[src/rtl/uart_tx_queue_arbiter.sv]
// uart_tx_queue_arbiter: round-robin arbiter that packs requester bytes into the UART TX ring
// and advances the ring tail through the MMIO command port.
module uart_tx_queue_arbiter #(
   parameter int          NUM_REQ   = 2,
   parameter logic [31:0] HEAD_ADDR = 32'h0000_0100,
   parameter logic [31:0] TAIL_ADDR = 32'h0000_0104
) (
   input  logic                 clk,
   input  logic                 rst_n,
   input  logic [NUM_REQ-1:0]   req_valid,
   input  logic [8*NUM_REQ-1:0] req_data,
   output logic [NUM_REQ-1:0]   req_ready,
   output logic                 mmio_cmd_start,
   output logic                 mmio_cmd_write,
   input  logic                 mmio_cmd_ready,
   output logic [31:0]          mmio_addr,
   output logic [31:0]          mmio_wdata,
   input  logic [31:0]          mmio_rdata,
   input  logic                 mmio_rdata_valid,
   output logic                 busy,
   output logic                 full
);
   localparam int GW = $clog2(NUM_REQ);
   typedef enum logic [3:0] {
      INIT_TAIL, WAIT_TAIL, INIT_WORD, WAIT_WORD, IDLE, RD_HEAD, WAIT_HEAD, WR_WORD, WR_TAIL
   } state_t;
   state_t        state_q, state_d;
   logic [GW-1:0] rr_q, rr_d, gnt_q, gnt_d, pick;
   logic [GW:0]   idx;
   logic          found, issue;
   logic [7:0]    tail_q, tail_d, byte_q, byte_d;
   logic [31:0]   shadow_q, shadow_d, merged;
   logic          full_q, full_d, start_q, start_d, write_q, write_d;
   logic [31:0]   addr_q, addr_d, wdata_q, wdata_d;
   assign issue          = start_q && mmio_cmd_ready;
   assign mmio_cmd_start = start_q;
   assign mmio_cmd_write = write_q;
   assign mmio_addr      = addr_q;
   assign mmio_wdata     = wdata_q;
   assign busy           = state_q != IDLE;
   assign full           = full_q;
   // Scan downwards so the last hit is the first valid index at or after rr_q.
   always_comb begin
      pick  = '0;
      found = 1'b0;
      idx   = '0;
      for (int k = NUM_REQ - 1; k >= 0; k--) begin
         idx = {1'b0, rr_q} + (GW+1)'(k);
         idx = (idx >= (GW+1)'(NUM_REQ)) ? idx - (GW+1)'(NUM_REQ) : idx;
         if (req_valid[idx[GW-1:0]]) begin
            pick  = idx[GW-1:0];
            found = 1'b1;
         end
      end
   end
   always_comb begin
      merged = (tail_q[1:0] == 2'd0) ? 32'd0 : shadow_q;
      merged[8*tail_q[1:0] +: 8] = byte_q;
   end
   always_comb begin
      state_d   = state_q;
      rr_d      = rr_q;
      gnt_d     = gnt_q;
      tail_d    = tail_q;
      byte_d    = byte_q;
      shadow_d  = shadow_q;
      full_d    = full_q;
      req_ready = '0;
      case (state_q)
         INIT_TAIL: state_d = issue ? WAIT_TAIL : INIT_TAIL;
         WAIT_TAIL: if (mmio_rdata_valid) begin
            tail_d  = mmio_rdata[7:0];
            state_d = (mmio_rdata[1:0] != 2'd0) ? INIT_WORD : IDLE;
         end
         INIT_WORD: state_d = issue ? WAIT_WORD : INIT_WORD;
         WAIT_WORD: if (mmio_rdata_valid) begin
            shadow_d = mmio_rdata;
            state_d  = IDLE;
         end
         IDLE: if (found) begin
            gnt_d   = pick;
            byte_d  = req_data[8*pick +: 8];
            state_d = RD_HEAD;
         end
         RD_HEAD: state_d = issue ? WAIT_HEAD : RD_HEAD;
         WAIT_HEAD: if (mmio_rdata_valid) begin
            full_d  = (tail_q + 8'd1) == mmio_rdata[7:0];
            state_d = full_d ? RD_HEAD : WR_WORD;
         end
         WR_WORD: if (issue) begin
            shadow_d = merged;
            state_d  = WR_TAIL;
         end
         WR_TAIL: if (issue) begin
            tail_d    = tail_q + 8'd1;
            req_ready = NUM_REQ'(1) << gnt_q;
            rr_d      = (gnt_q == GW'(NUM_REQ - 1)) ? '0 : gnt_q + 1'b1;
            state_d   = IDLE;
         end
         default: state_d = INIT_TAIL;
      endcase
   end
   // Command outputs are registered from the next state so they line up with it.
   always_comb begin
      start_d = 1'b1;
      write_d = 1'b0;
      addr_d  = 32'd0;
      wdata_d = 32'd0;
      case (state_d)
         INIT_TAIL: addr_d = TAIL_ADDR;
         INIT_WORD: addr_d = {24'd0, tail_d[7:2], 2'b00};
         RD_HEAD:   addr_d = HEAD_ADDR;
         WR_WORD: begin
            write_d = 1'b1;
            addr_d  = {24'd0, tail_d[7:2], 2'b00};
            wdata_d = merged;
         end
         WR_TAIL: begin
            write_d = 1'b1;
            addr_d  = TAIL_ADDR;
            wdata_d = {24'd0, tail_d + 8'd1};
         end
         default: start_d = 1'b0;
      endcase
   end
   always_ff @(posedge clk or negedge rst_n) begin
      if (!rst_n) begin
         state_q  <= INIT_TAIL;
         rr_q     <= '0;
         gnt_q    <= '0;
         tail_q   <= '0;
         byte_q   <= '0;
         shadow_q <= '0;
         full_q   <= 1'b0;
         start_q  <= 1'b0;
         write_q  <= 1'b0;
         addr_q   <= '0;
         wdata_q  <= '0;
      end else begin
         state_q  <= state_d;
         rr_q     <= rr_d;
         gnt_q    <= gnt_d;
         tail_q   <= tail_d;
         byte_q   <= byte_d;
         shadow_q <= shadow_d;
         full_q   <= full_d;
         start_q  <= start_d;
         write_q  <= write_d;
         addr_q   <= addr_d;
         wdata_q  <= wdata_d;
      end
   end
endmodule

[config.mk]
export PLATFORM = sky130hd
export DESIGN_NAME = uart_tx_queue_arbiter
export DESIGN_NICKNAME = d
export VERILOG_FILES = /design/src/rtl/uart_tx_queue_arbiter.sv
export SDC_FILE = /design/constraint.sdc
export NUM_CORES = 1
export LEC_CHECK = 0
export CAP_MARGIN = 0
export CORE_MARGIN = 4
export CORE_UTILIZATION = 55
export CTS_BUF_LIST = sky130_fd_sc_hd__clkbuf_8
export DETAILED_ROUTE_END_ITERATION = 7
export GPL_TIMING_DRIVEN = 0
export PLACE_DENSITY = 0.88
export SYNTH_ARGS = -nofsm -noshare
export SYNTH_HDL_FRONTEND = slang
export SYNTH_SLANG_ARGS = --single-unit
[constraint.sdc]
create_clock -name clk -period 5.44 [get_ports clk]
set_input_delay 1.632 -clock clk [delete_from_list [all_inputs] [get_ports clk]]
set_output_delay 1.632 -clock clk [all_outputs]
set_load 0.01 [all_outputs]
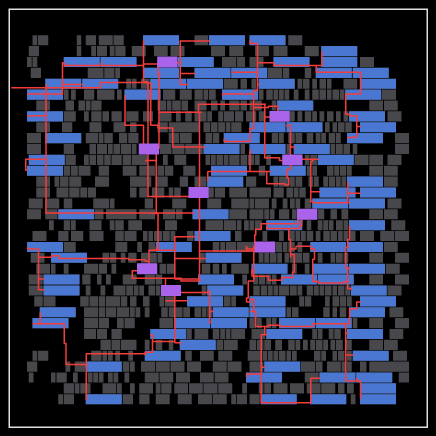
*Routed clock nets over the placement*
(4 px per um)
legend:
  flip-flops:
    colour: blue
    count: 96
  clock wires:
    colour: red
    length: 1140 um
  cells driving clock nets:
    colour: purple
    count: 9
routed clock nets: 10

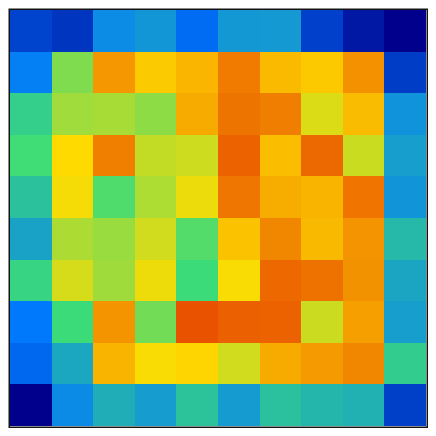
*Cell density map*
(4 px per um) 10 x 10 tiles, from dark blue (low) to red (high), 0 to 100% covered.
fullest tile: 91%
nearly empty tiles: 2.0%
tiles over 75% full: 37%
mean over tiles: 59%

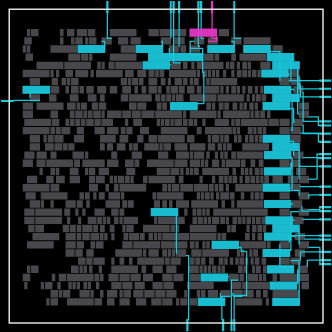
*Wires at chosen ports, followed through buffers*
(3 px per um)
legend:
  mmio_wdata:
    colour: cyan
    bits: 32
    direction: output
    end_cells: 32
    buffers: 32
    wire: 577 um
  mmio_cmd_write:
    colour: magenta
    bits: 1
    direction: output
    end_cells: 1
    buffers: 1
    wire: 15.6 um

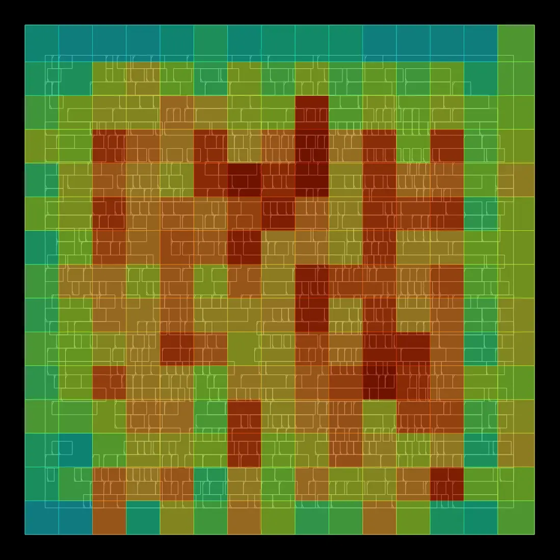
*Track usage over the die*
global routing's busiest layer: met2
average wire per standard cell: 18.09 um
GR met1 Demand/Resource: 0.3359

==> run summary <==
Notes on the physical design

The flow ran to the end, and the final reports show no timing, DRC or antenna violations. The chip area from the yosys synthesis statistics is 5081 um2. The power per cell area is between 400 and 500 nW/um2. The final timing report lists a max-slew violation count of 0. The tree is rooted in a sky130_fd_sc_hd__clkbuf_8. The slack of the worst reg-to-reg path is about 2200 ps. The H-tree was split into 3 levels.

The last weighted congestion value of the routability-driven placer is roughly 0.92. The top cell types in the final layout, fill and taps aside, are 96 x sky130_fd_sc_hd__dfrtp_1, 96 x sky130_fd_sc_hd__clkdlybuf4s50_1, 95 x sky130_fd_sc_hd__nand2_1. The number of post-CTS setup repair buffers is 0. The combined area of all synthesized cells is 5081 um2. The estimated wirelength of the detail-placed design is 11090 um. The DRC violation count after routing is 0. The slack of the critical path is 433.3 ps. The sequential area share after synthesis is 0.4728. Of the combinational cells, the family taking the most area is AND-OR/OR-AND gates. The number of cells upsized or downsized after cts is 0. Per the final layout report, the fraction of cells sized above drive strength 1 comes to 0.09322. A synthesized cell averages 8.899 um2.

The starting DRC count in detailed routing is between 300 and 400. The routed design shows a via density per instance of 5.880. The type recorded for the worst min-delay path is register to register. The cts-stage hold buffer count is 0. The combinational gate area is 2437 um2.

The biggest area contributor in the post-synthesis netlist is sky130_fd_sc_hd__dfrtp_1. The summed negative setup slack over all endpoints is 0 ps. The endpoint of the most critical register-to-register path is mmio_wdata[3]$_DFF_PN0_. The largest incremental delay on the critical path is slightly below 600 ps. Per the synthesis report, the number of distinct cell types is around 63.

Of the post-synthesis cell area, the dominant cell type holds 0.4728. The floorplan step records an initial core utilization of 0.5742. In the post-synthesis netlist, the biggest area contributors are sky130_fd_sc_hd__dfrtp_1 47%, sky130_fd_sc_hd__nand2_1 7.0%, sky130_fd_sc_hd__a21oi_1 6.5%. The floorplan step set the die height to 104.1 um. The number of antenna repair diodes is 0.

In this run the full chip footprint comes out at between 10000 and 15000 um2. The final count of hold timing violations is 0. The most critical setup path has its endpoint at req_ready[0]. For this run, the total global-route usage over all layers was measured as 0.2742. The number of global-route vias before repair was 4765. The count of TritonRoute iterations in the first routing pass is 7.

The worst-case IR drop observed on VDD is 0.0003233 V. In the synthesized netlist the dominant register cell turns out to be sky130_fd_sc_hd__dfrtp_1. The share of cell area taken by muxes after synthesis is 0.02192.

The nature of the critical path endpoint is an output pin. The maximum fanout encountered on the critical timing path is 6. The actual slew at the worst max-slew pin is 1112 ps. Looking at the worst setup and hold paths, the clock pins of their registers show a slew of 100 ps. The number of placed instances, taps included, is ~800. The die width is 104.1 um. The clock latency on the worst-skew pair is 370 ps.

The highest achievable clock rate is ~0.2 GHz. The filler cell count is 684. Once layout is done, the placed cells without fillers occupy 6486 um2. The number of placed I/O pins is 124. Nets still carrying antenna violations after routing amount to 0.

The final worst hold slack is 489.4 ps. The post-synth count of flops with an enable pin is 0. The post-route core utilization is 0.7330. The data required time of the worst path is 3810 ps. The worst setup slack after placement is 448.5 ps. The TritonCTS clock tree is done. The worst-case max-slew headroom was logged as 0.2585. The critical path launch point is mmio_cmd_ready. The global-route wire length before repair is between 20000 and 25000 um. The count of tool warnings is 31. The count of buffers from port buffering is 97.

Setup repair after global routing left no endpoint under its margin. The post-synthesis share of cell area spent on and, or, nand and nor gates is 0.1916. The gate count after technology mapping is 571. Between clock sinks in the finished design, the worst skew comes to 10.91 ps.

The cell-mix breakdown from Yosys lists the compound-gate area share as 0.2017. The number of rows created at floorplan is 34. Yosys stat counts 571 cells in the synthesized netlist. The adder-cell area share of the yosys netlist is 0.01724. The critical path goes through clkdlybuf4s50_1 -> and3_1 -> nand2_1 -> nor2_1 -> clkdlybuf4s50_1. For this design the static power due to leakage is about 2.8 nW.

The via count is about 4800. The cell seen most often among critical-path stages is sky130_fd_sc_hd__clkdlybuf4s50_1. According to the floorplan report, the placeable core area is 8848 um2. Once placement finished, the instance area stood at roughly 6300 um2. The area occupied by registers is 2402 um2. The clock sink count is 96. The routed wire length is ~15000 um. The start of the worst register-to-register path is tail_q[0]$_DFF_PN0_. The post-layout net count is 765. The worst setup path category is primary input to output pin.

The count of maximum capacitance violations is 0. Yosys reported that registers with async set or reset make up 1.000. The design draws 3.125 mW. The number of antenna violations at the first check in global routing is 0. The clock period could shrink to 5007 ps. Global routing finished with a remaining overflow of 0. Entering global routing, the biggest net connects roughly 57 pins. From synthesis to final layout, the design area changed by 27.65%. Once layout is complete, the cells apart from fillers number 816. The TritonCTS buffer count is 9.

For this run, the final setup violation count is recorded as 0. Counting the warning lines in the Yosys log gives 0. The maximum buffer depth of the clock tree is 2. The number of synthesized register bits is 96. The data arrival time of the critical path is 3370 ps. Dividing the final minimum period by the clock period gives 0.9203. The startpoint class of the critical path is a primary input.

The standard cell with the maximum stage delay on the critical path is sky130_fd_sc_hd__clkdlybuf4s50_1. The fraction of synthesized cell area in xor and xnor cells is 0.02758. The cell count of the worst reg-to-reg path is 10.
==> cells in the mapped netlist (5+ instances only) <==
cell / count
sky130_fd_sc_hd__and3_1: 5
sky130_fd_sc_hd__dfrtp_1: 96
sky130_fd_sc_hd__nor2_1: 59
sky130_fd_sc_hd__o22ai_1: 6
sky130_fd_sc_hd__o21ai_0: 42
sky130_fd_sc_hd__a22oi_1: 10
sky130_fd_sc_hd__o21a_1: 5
sky130_fd_sc_hd__o211ai_1: 6
sky130_fd_sc_hd__ha_1: 7
sky130_fd_sc_hd__buf_2: 6
sky130_fd_sc_hd__xor2_1: 5
sky130_fd_sc_hd__nand3_1: 11
sky130_fd_sc_hd__xnor2_1: 11
sky130_fd_sc_hd__inv_1: 12
sky130_fd_sc_hd__mux2i_1: 10
sky130_fd_sc_hd__buf_4: 25
sky130_fd_sc_hd__or3_1: 5
sky130_fd_sc_hd__nand2_1: 95
sky130_fd_sc_hd__a21oi_1: 66
sky130_fd_sc_hd__nor3_1: 6
sky130_fd_sc_hd__clkbuf_1: 16
==> state kept, by name, indices dropped and copies added (netlist names) <==
name	count
mmio_addr	7
state_q	4
tail_q	8
mmio_wdata	32
shadow_q	32
rr_q	1
full	1
gnt_q	1
mmio_cmd_write	1
mmio_cmd_start	1
byte_q	8
==> worst max-delay path, delay by kind of cell <==
family,cells,cell delay (ps)
AND/OR/NAND/NOR,3,590
buffers and inverters,2,1160
==> kinds of logic (layout without fill, tap and decap cells) <==
logic type / count (synthesis) / in the layout
AOI/OAI and AO/OA: 167 / 167
xor gates and xnor gates: 16 / 16
adders and majority gates: 7 / 7
buffers and inverters: 63 / 176
DFF: 96 / 96
muxes: 11 / 11
other: 1 / 25
and+or+nand+nor: 210 / 210
==> power by group <==
group / internal [mW] / switching [mW] / total (mW)
clock: 0.172 / 0.273 / 0.444
combinational: 0.591 / 0.922 / 1.51
sequential: 0.955 / 0.213 / 1.17
total: 1.72 / 1.41 / 3.13
==> final cells by class <==
class,count,area share
well taps,108,0.02083
clock inverters,6,0.008295
repair buffers,98,0.1535
flip-flops and latches,96,0.3704
plain buffers,51,0.04514
clock buffers,9,0.01910
inverters,12,0.006944
multi-input cells,436,0.3758
==> worst min path at each step <==
stage	depth (start not counted)	slack [ps]	start	end
6_report	2	490	shadow_q[8]$_DFFE_PN0P_	shadow_q[8]$_DFFE_PN0P_
2_1_floorplan	2	450	shadow_q[10]$_DFFE_PN0P_	shadow_q[10]$_DFFE_PN0P_
3_5_place_dp	2	470	shadow_q[28]$_DFFE_PN0P_	shadow_q[28]$_DFFE_PN0P_
5_1_grt	1	510	shadow_q[7]$_DFFE_PN0P_	shadow_q[7]$_DFFE_PN0P_
3_3_place_gp	1	460	shadow_q[7]$_DFFE_PN0P_	shadow_q[7]$_DFFE_PN0P_
4_1_cts	2	490	shadow_q[15]$_DFFE_PN0P_	shadow_q[15]$_DFFE_PN0P_
==> metal layers <==
layer	track usage	up-vias	share of wire
met1	0.3359	2279	0.39
met5	0	-	0
met3	0.05587	34	0.086
met2	0.4884	281	0.51
met4	0.08072	0	0.022
li1	-	2204	-
Power figures rest on the tool's default switching activity, not on a simulated workload.
